--- config.mk ---
export PLATFORM = sky130hd
export DESIGN_NAME = mem_port_arbiter
export DESIGN_NICKNAME = d
export VERILOG_FILES = /design/src/rtl/mem_port_arbiter.sv
export SDC_FILE = /design/constraint.sdc
export NUM_CORES = 1
export LEC_CHECK = 0
export ABC_CLOCK_PERIOD_IN_PS = 2000
export CAP_MARGIN = 20
export CORE_MARGIN = 1.5
export CORE_UTILIZATION = 36
export CTS_CLUSTER_SIZE = 20
export DETAILED_ROUTE_END_ITERATION = 10
export PLACE_DENSITY_LB_ADDON = 0.15
export SYNTH_ARGS = -nofsm -noshare
export SYNTH_HDL_FRONTEND = slang
export SYNTH_SLANG_ARGS = --single-unit
--- constraint.sdc ---
create_clock -name clk -period 2 [get_ports clk]
set_clock_uncertainty 0.2 [all_clocks]
set_input_delay 0.4 -clock clk [delete_from_list [all_inputs] [get_ports clk]]
set_output_delay 0.4 -clock clk [all_outputs]
set_load 0.03 [all_outputs]
--- src/rtl/mem_port_arbiter.sv ---
// Arbitrates one single-ported memory between instruction fetch and data access:
// one outstanding transaction, DM-first priority with an IF starvation guard, flush-kill of fetches.
module mem_port_arbiter #(
    parameter int unsigned ADDR_W     = 32,
    parameter int unsigned DATA_W     = 32,
    parameter int unsigned STARVE_MAX = 4
) (
    input  logic                clk,
    input  logic                rst_n,

    input  logic                if_req,
    input  logic [ADDR_W-1:0]   if_addr,
    output logic                if_valid,
    output logic [DATA_W-1:0]   if_rdata,
    output logic                if_stall,
    input  logic                flush,

    input  logic                dm_req,
    input  logic                dm_we,
    input  logic [ADDR_W-1:0]   dm_addr,
    input  logic [DATA_W-1:0]   dm_wdata,
    input  logic [DATA_W/8-1:0] dm_be,
    output logic                dm_valid,
    output logic [DATA_W-1:0]   dm_rdata,
    output logic                dm_stall,

    output logic                mem_req,
    output logic                mem_we,
    output logic [ADDR_W-1:0]   mem_addr,
    output logic [DATA_W-1:0]   mem_wdata,
    output logic [DATA_W/8-1:0] mem_be,
    input  logic                mem_gnt,
    input  logic                mem_rvalid,
    input  logic [DATA_W-1:0]   mem_rdata
);

    localparam int unsigned CNT_W = $clog2(STARVE_MAX + 1);

    typedef enum logic [1:0] {
        IDLE,
        ISSUE,
        WAIT
    } state_t;

    state_t           state;
    logic             owner_dm;
    logic             kill;
    logic [CNT_W-1:0] starve_cnt;

    logic done_now;
    logic if_cand;
    logic dm_cand;
    logic starved;
    logic pick_if;
    logic pick_dm;
    logic if_flush;

    // A request line is still showing the transaction that just completed while its
    // valid pulse is high, so no arbitration takes place in that cycle.
    always_comb begin
        done_now = if_valid | dm_valid;
        if_cand  = if_req & ~flush & ~done_now;
        dm_cand  = dm_req & ~done_now;
        starved  = (starve_cnt == CNT_W'(STARVE_MAX));
        pick_if  = if_cand & (starved | ~dm_cand);
        pick_dm  = dm_cand & ~pick_if;
        if_flush = ~owner_dm & flush;
    end

    // Stalls are held low while reset is asserted so that every output reads 0.
    assign if_stall = rst_n & if_req & ~if_valid;
    assign dm_stall = rst_n & dm_req & ~dm_valid;

    always_ff @(posedge clk or negedge rst_n) begin
        if (!rst_n) begin
            state      <= IDLE;
            owner_dm   <= 1'b0;
            kill       <= 1'b0;
            starve_cnt <= '0;
            if_valid   <= 1'b0;
            if_rdata   <= '0;
            dm_valid   <= 1'b0;
            dm_rdata   <= '0;
            mem_req    <= 1'b0;
            mem_we     <= 1'b0;
            mem_addr   <= '0;
            mem_wdata  <= '0;
            mem_be     <= '0;
        end else begin
            if_valid <= 1'b0;
            if_rdata <= '0;
            dm_valid <= 1'b0;
            dm_rdata <= '0;

            case (state)
                IDLE: begin
                    if (pick_if || pick_dm) begin
                        state     <= ISSUE;
                        mem_req   <= 1'b1;
                        owner_dm  <= pick_dm;
                        kill      <= 1'b0;
                        mem_we    <= pick_dm & dm_we;
                        mem_addr  <= pick_dm ? dm_addr : if_addr;
                        mem_wdata <= (pick_dm && dm_we) ? dm_wdata : '0;
                        mem_be    <= pick_dm ? dm_be : '1;
                        if (pick_if) begin
                            starve_cnt <= '0;
                        end else if (if_req && !starved) begin
                            starve_cnt <= starve_cnt + CNT_W'(1);
                        end
                    end
                end

                ISSUE: begin
                    if (if_flush) begin
                        kill <= 1'b1;
                    end
                    if (mem_gnt) begin
                        mem_req <= 1'b0;
                        state   <= WAIT;
                    end
                end

                WAIT: begin
                    if (mem_rvalid) begin
                        state <= IDLE;
                        kill  <= 1'b0;
                        if (owner_dm) begin
                            dm_valid <= 1'b1;
                            dm_rdata <= mem_we ? '0 : mem_rdata;
                        end else if (!(kill || flush)) begin
                            if_valid <= 1'b1;
                            if_rdata <= mem_rdata;
                        end
                    end else if (if_flush) begin
                        kill <= 1'b1;
                    end
                end

                default: begin
                    state <= IDLE;
                end
            endcase
        end
    end

endmodule
Fig. 1: run 1, port wiring
(3 px per µm)
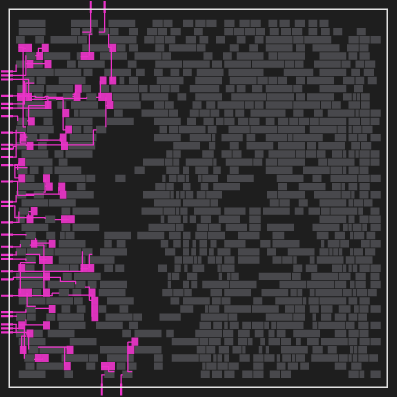
legend:
  magenta:
    port: `mem_rdata`
    bits: 32
    direction: input
    edge: 28 left, 2 bottom, 2 top
    end_cells: 64
    buffers: 32
    wire: 668 µm
# IOs: 278
Port-buffer cells: 277

Fig. 2: run 1, I/O pins on the die edge
(2 px per µm) Pins as bars across the die edge, other pins in gray.
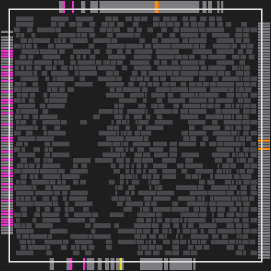
legend:
  yellow:
    port: `dm_req`
    pins: 1
    direction: input
    edge: bottom
  orange:
    port: `mem_be`
    pins: 4
    direction: output
    edge: 2 top, 2 right
  magenta:
    port: `mem_rdata`
    pins: 32
    direction: input
    edge: 28 left, 2 bottom, 2 top

==> flow_metrics.py, run 1 <==
# Physical implementation metrics
metrics = {
    "logic_synthesis": {
        "synth-edff-count": 0,
        "ys_sh_mux_pct": 0.579,
        "ys_area_um2": 5400,
    },
    "pwr": {
        "p_per_area_nw_per_um2": 1370,
        "top_power_group": "combinational logic",
        "p_seq_share_pct": 30.9,
        "clock_power_w": 0.00304,
    },
    "floorplan": {
        "initCoreUtil_pct": 37.0,
        "rows": 44,
    },
    "final_timing": {
        "setup_slack_ps": -178,
        "setup_viol": 71,
    },
    "layout": {
        "n_fill_cell": 1084,
        "design_area_um2": 9910,
        "stdcell_count": 975,
    },
    "grt": {
        "grt_pass1_wl_um": 25700,
    },
    "outcome": {
        "violations": "negative setup slack",
        "status": "finished with violations",
    },
    "placement": {
        "dp.cells": 920,
    },
    "setup_path": {
        "cp.required_ps": 2100,
        "startpoint_type": "register",
        "regToRegSetupSlack_ps": -180,
        "crit_cells": 7,
    },
}
Fig. 3: run 1, where the registers sit
(2 px per µm) Other sequential cells in the stronger gray, the rest of the logic in the fainter gray.
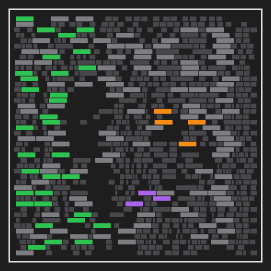
legend:
  orange:
    netlist_name: `mem_be`
    placed_flops: 4
  green:
    netlist_name: `if_rdata`
    placed_flops: 32
    where: a vertical strip on the left
  purple:
    netlist_name: `starve_cnt`
    placed_flops: 3
not colored: 104
sequential power: 0.00420 W
Reg area: 3580 µm²
fin util: 68.0%
fraction of area in registers: 36.1%

## run 1: per-layer routing
metal / part of all wire [%] / vias up / routed length (µm) / global-route usage, %
li1: - / 2203 / - / -
met1: 40 / 2334 / 6910 / 25.3
met2: 49 / 228 / 8530 / 34.3
met3: 9.2 / 25 / 1600 / 7.83
met4: 2.0 / 0 / 352 / 7.89
met5: 0 / - / 0 / 0
## run 1: placed cells by master, fill, tap and decap left out, types with 2 or more instances in the layout
master	n
buf_16	3
a21oi_4	2
a21oi_2	42
buf_6	10
nand2_1	38
a22o_1	32
inv_1	7
clkdlybuf4s50_1	137
mux2i_1	2
nor2_2	5
a21oi_1	23
nor3_2	2
dfrtp_1	143
nor2_4	27
clkbuf_16	22
clkinv_4	3
inv_6	2
clkinvlp_4	2
bufinv_16	2
bufbuf_16	3
nor2_1	4
buf_4	21
ha_1	4
clkinv_2	4
a31oi_1	5
dlygate4sd2_1	136
nand2b_1	2
o22a_1	4
inv_2	2
and2_1	64
buf_12	13
## run 1: sequential cells by signal (all words and copies together) (netlist names)
register and count:
dm_rdata 32, if_rdata 32, mem_addr 32, mem_wdata 32
mem_be 4, starve_cnt 3, state 2, dm_valid 1
if_valid 1, kill 1, mem_req 1, mem_we 1
owner_dm 1
## run 1: cell type report
type                       count  share of cell area (%)
sequential                   143                    36.1
multi-input combinational    278                    21.0
clock inverter                13                    1.40
clock buffer                  18                    4.33
inverter                       9                   0.341
timing repair buffer         330                    34.5
tap                          184                    2.32
## run 1: worst register-to-register path, cell delays in order (launching register included)
cell and delay (ps):
dfrtp_1 380, inv_2 90, ha_4 140, or3b_4 380, buf_6 130, a21o_4 230, bufbuf_16 290, a22o_1 230
==> run 2, diff against run 1 <==
--- a/config.mk
+++ b/config.mk
@@ -7,8 +7,10 @@
 export LEC_CHECK = 0
 export ABC_CLOCK_PERIOD_IN_PS = 2000
 export CAP_MARGIN = 20
+export CELL_PAD_IN_SITES_DETAIL_PLACEMENT = 1
+export CELL_PAD_IN_SITES_GLOBAL_PLACEMENT = 1
 export CORE_MARGIN = 1.5
-export CORE_UTILIZATION = 36
+export CORE_UTILIZATION = 27
 export CTS_CLUSTER_SIZE = 20
 export DETAILED_ROUTE_END_ITERATION = 10
 export PLACE_DENSITY_LB_ADDON = 0.15
==> run 2 against run 1 <==
The flow still finishes with violations (negative setup slack). Final area increased by 0.77%. Core utilization decreased by 17 points. Clock power about the same.
==> flow_metrics.py, run 2 <==
# Physical implementation metrics
metrics = {
    "final_timing": {
        "final-hold-violation-count": 0,
        "setup_slack_ps": -174,
        "setup_viol": 71,
    },
    "logic_synthesis": {
        "synth-edff-count": 0,
        "ys_area_um2": 5400,
        "ys_sh_mux_pct": 0.579,
    },
    "layout": {
        "stdcell_count": 1054,
        "lay_top_cells": "dfrtp_1 (143), clkdlybuf4s50_1 (138), dlygate4sd2_1 (134)",
        "n_fill_cell": 2081,
        "layout_top_cell": "dfrtp_1",
        "design_area_um2": 9990,
    },
    "clock_tree": {
        "clkSinkCount": 143,
    },
    "placement": {
        "io_buffers": 277,
        "dpl_cell_area_um2": 8730,
        "pre_cts_slack_ps": -339,
        "dp.cells": 1004,
    },
    "outcome": {
        "violations": "negative setup slack",
        "status": "finished with violations",
    },
    "setup_path": {
        "cp.required_ps": 2140,
    },
    "floorplan": {
        "initCoreUtil_pct": 27.7,
    },
}
-- run 2: cell counts after synthesis --
Identical to the previous run, type by type.
-- run 2: layout make-up --
type                       instances  area, µm²  area share [%]
clock inverter                    14        134            1.34
sequential                       143       3580            35.8
multi-input combinational        278       2180            21.9
clock buffer                      17        425            4.26
inverter                           9       33.8           0.338
antenna                            1       2.50          0.0251
tap                              265        332            3.32
timing repair buffer             327       3300            33.0
-- run 2: power breakdown --
group          internal (W)  switching [W]
clock network       0.00172        0.00133
registers           0.00365       0.000567
logic               0.00280        0.00366
total               0.00817        0.00556
-- run 2: routing by layer --
layer | global-route usage (%) | wire length, µm
met1 | 21.5 | 7640
met2 | 32.5 | 9980
met3 | 11.0 | 2700
met4 | 5.37 | 258
met5 | 0 | 0
-- run 2: path summary, 6_finish.rpt --
| path | start | end | slack, ps |
|---|---|---|---|
| setup / recovery | state[1] | mem_addr[1] | -170 |
| hold / removal | mem_wdata[26] | mem_wdata[26] | 300 |
| setup reg to reg | state[1] | mem_addr[1] | -170 |
| hold reg to reg | mem_wdata[26] | mem_wdata[26] | 300 |
| max in group asynchronous | rst_n | dm_rdata[20] | 480 |
| min in group asynchronous | rst_n | mem_req | 340 |
-- run 2: cells by family after synthesis --
logic type / after synthesis
compound gates: 116
flops: 143
fa+ha+maj: 5
mux: 3
buf+inv: 37
simple gates: 154
-- run 2: critical path, delay by kind of cell (launching register included) --
| family | cells | cell delay, ps |
|---|---|---|
| fa+ha+maj | 1 | 130 |
| simple gates | 2 | 430 |
| buf+inv | 5 | 680 |
| compound gates | 2 | 270 |
| flops | 1 | 390 |
-- run 2: timing repair --
action,in CTS,in global routing
resized,192,99
setup endpoints to repair,207,78
pin swaps,4,26
hold buffers,2,0
endpoints found under the hold margin,11,0
setup buffers,8,1
gates cloned,8,1
Fig. 4: run 2, routed metal, one color a layer
(2 px per µm)
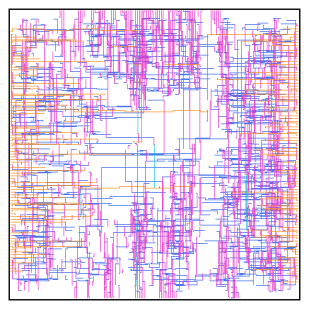
legend:
  blue:
    layer: M1
    wire_length: 7640 µm
  magenta:
    layer: M2
    wire_length: 9980 µm
  orange:
    layer: M3
    wire_length: 2700 µm
  cyan:
    layer: M4
    wire_length: 258 µm

Fig. 5: run 2, where the registers sit
(2 px per µm) Other sequential cells in the stronger gray, the rest of the logic in the fainter gray.
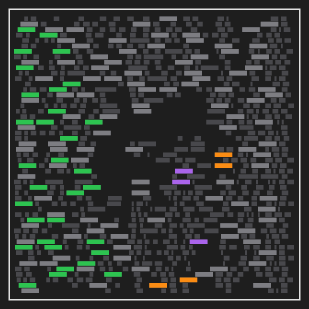
legend:
  orange:
    netlist_name: `mem_be`
    placed_flops: 4
  green:
    netlist_name: `if_rdata`
    placed_flops: 32
    where: a vertical strip on the left
  purple:
    netlist_name: `starve_cnt`
    placed_flops: 3

Fig. 6: run 2, routing congestion map
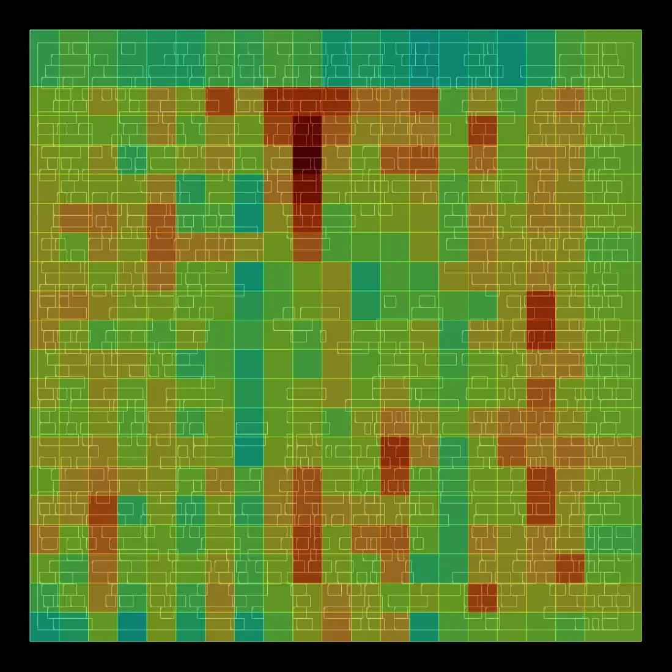
met1 GRT Util: 21.5%
WL/cell: 19.5 µm
gr busiest metal: met2

Power is estimated from default activity; no workload was simulated.
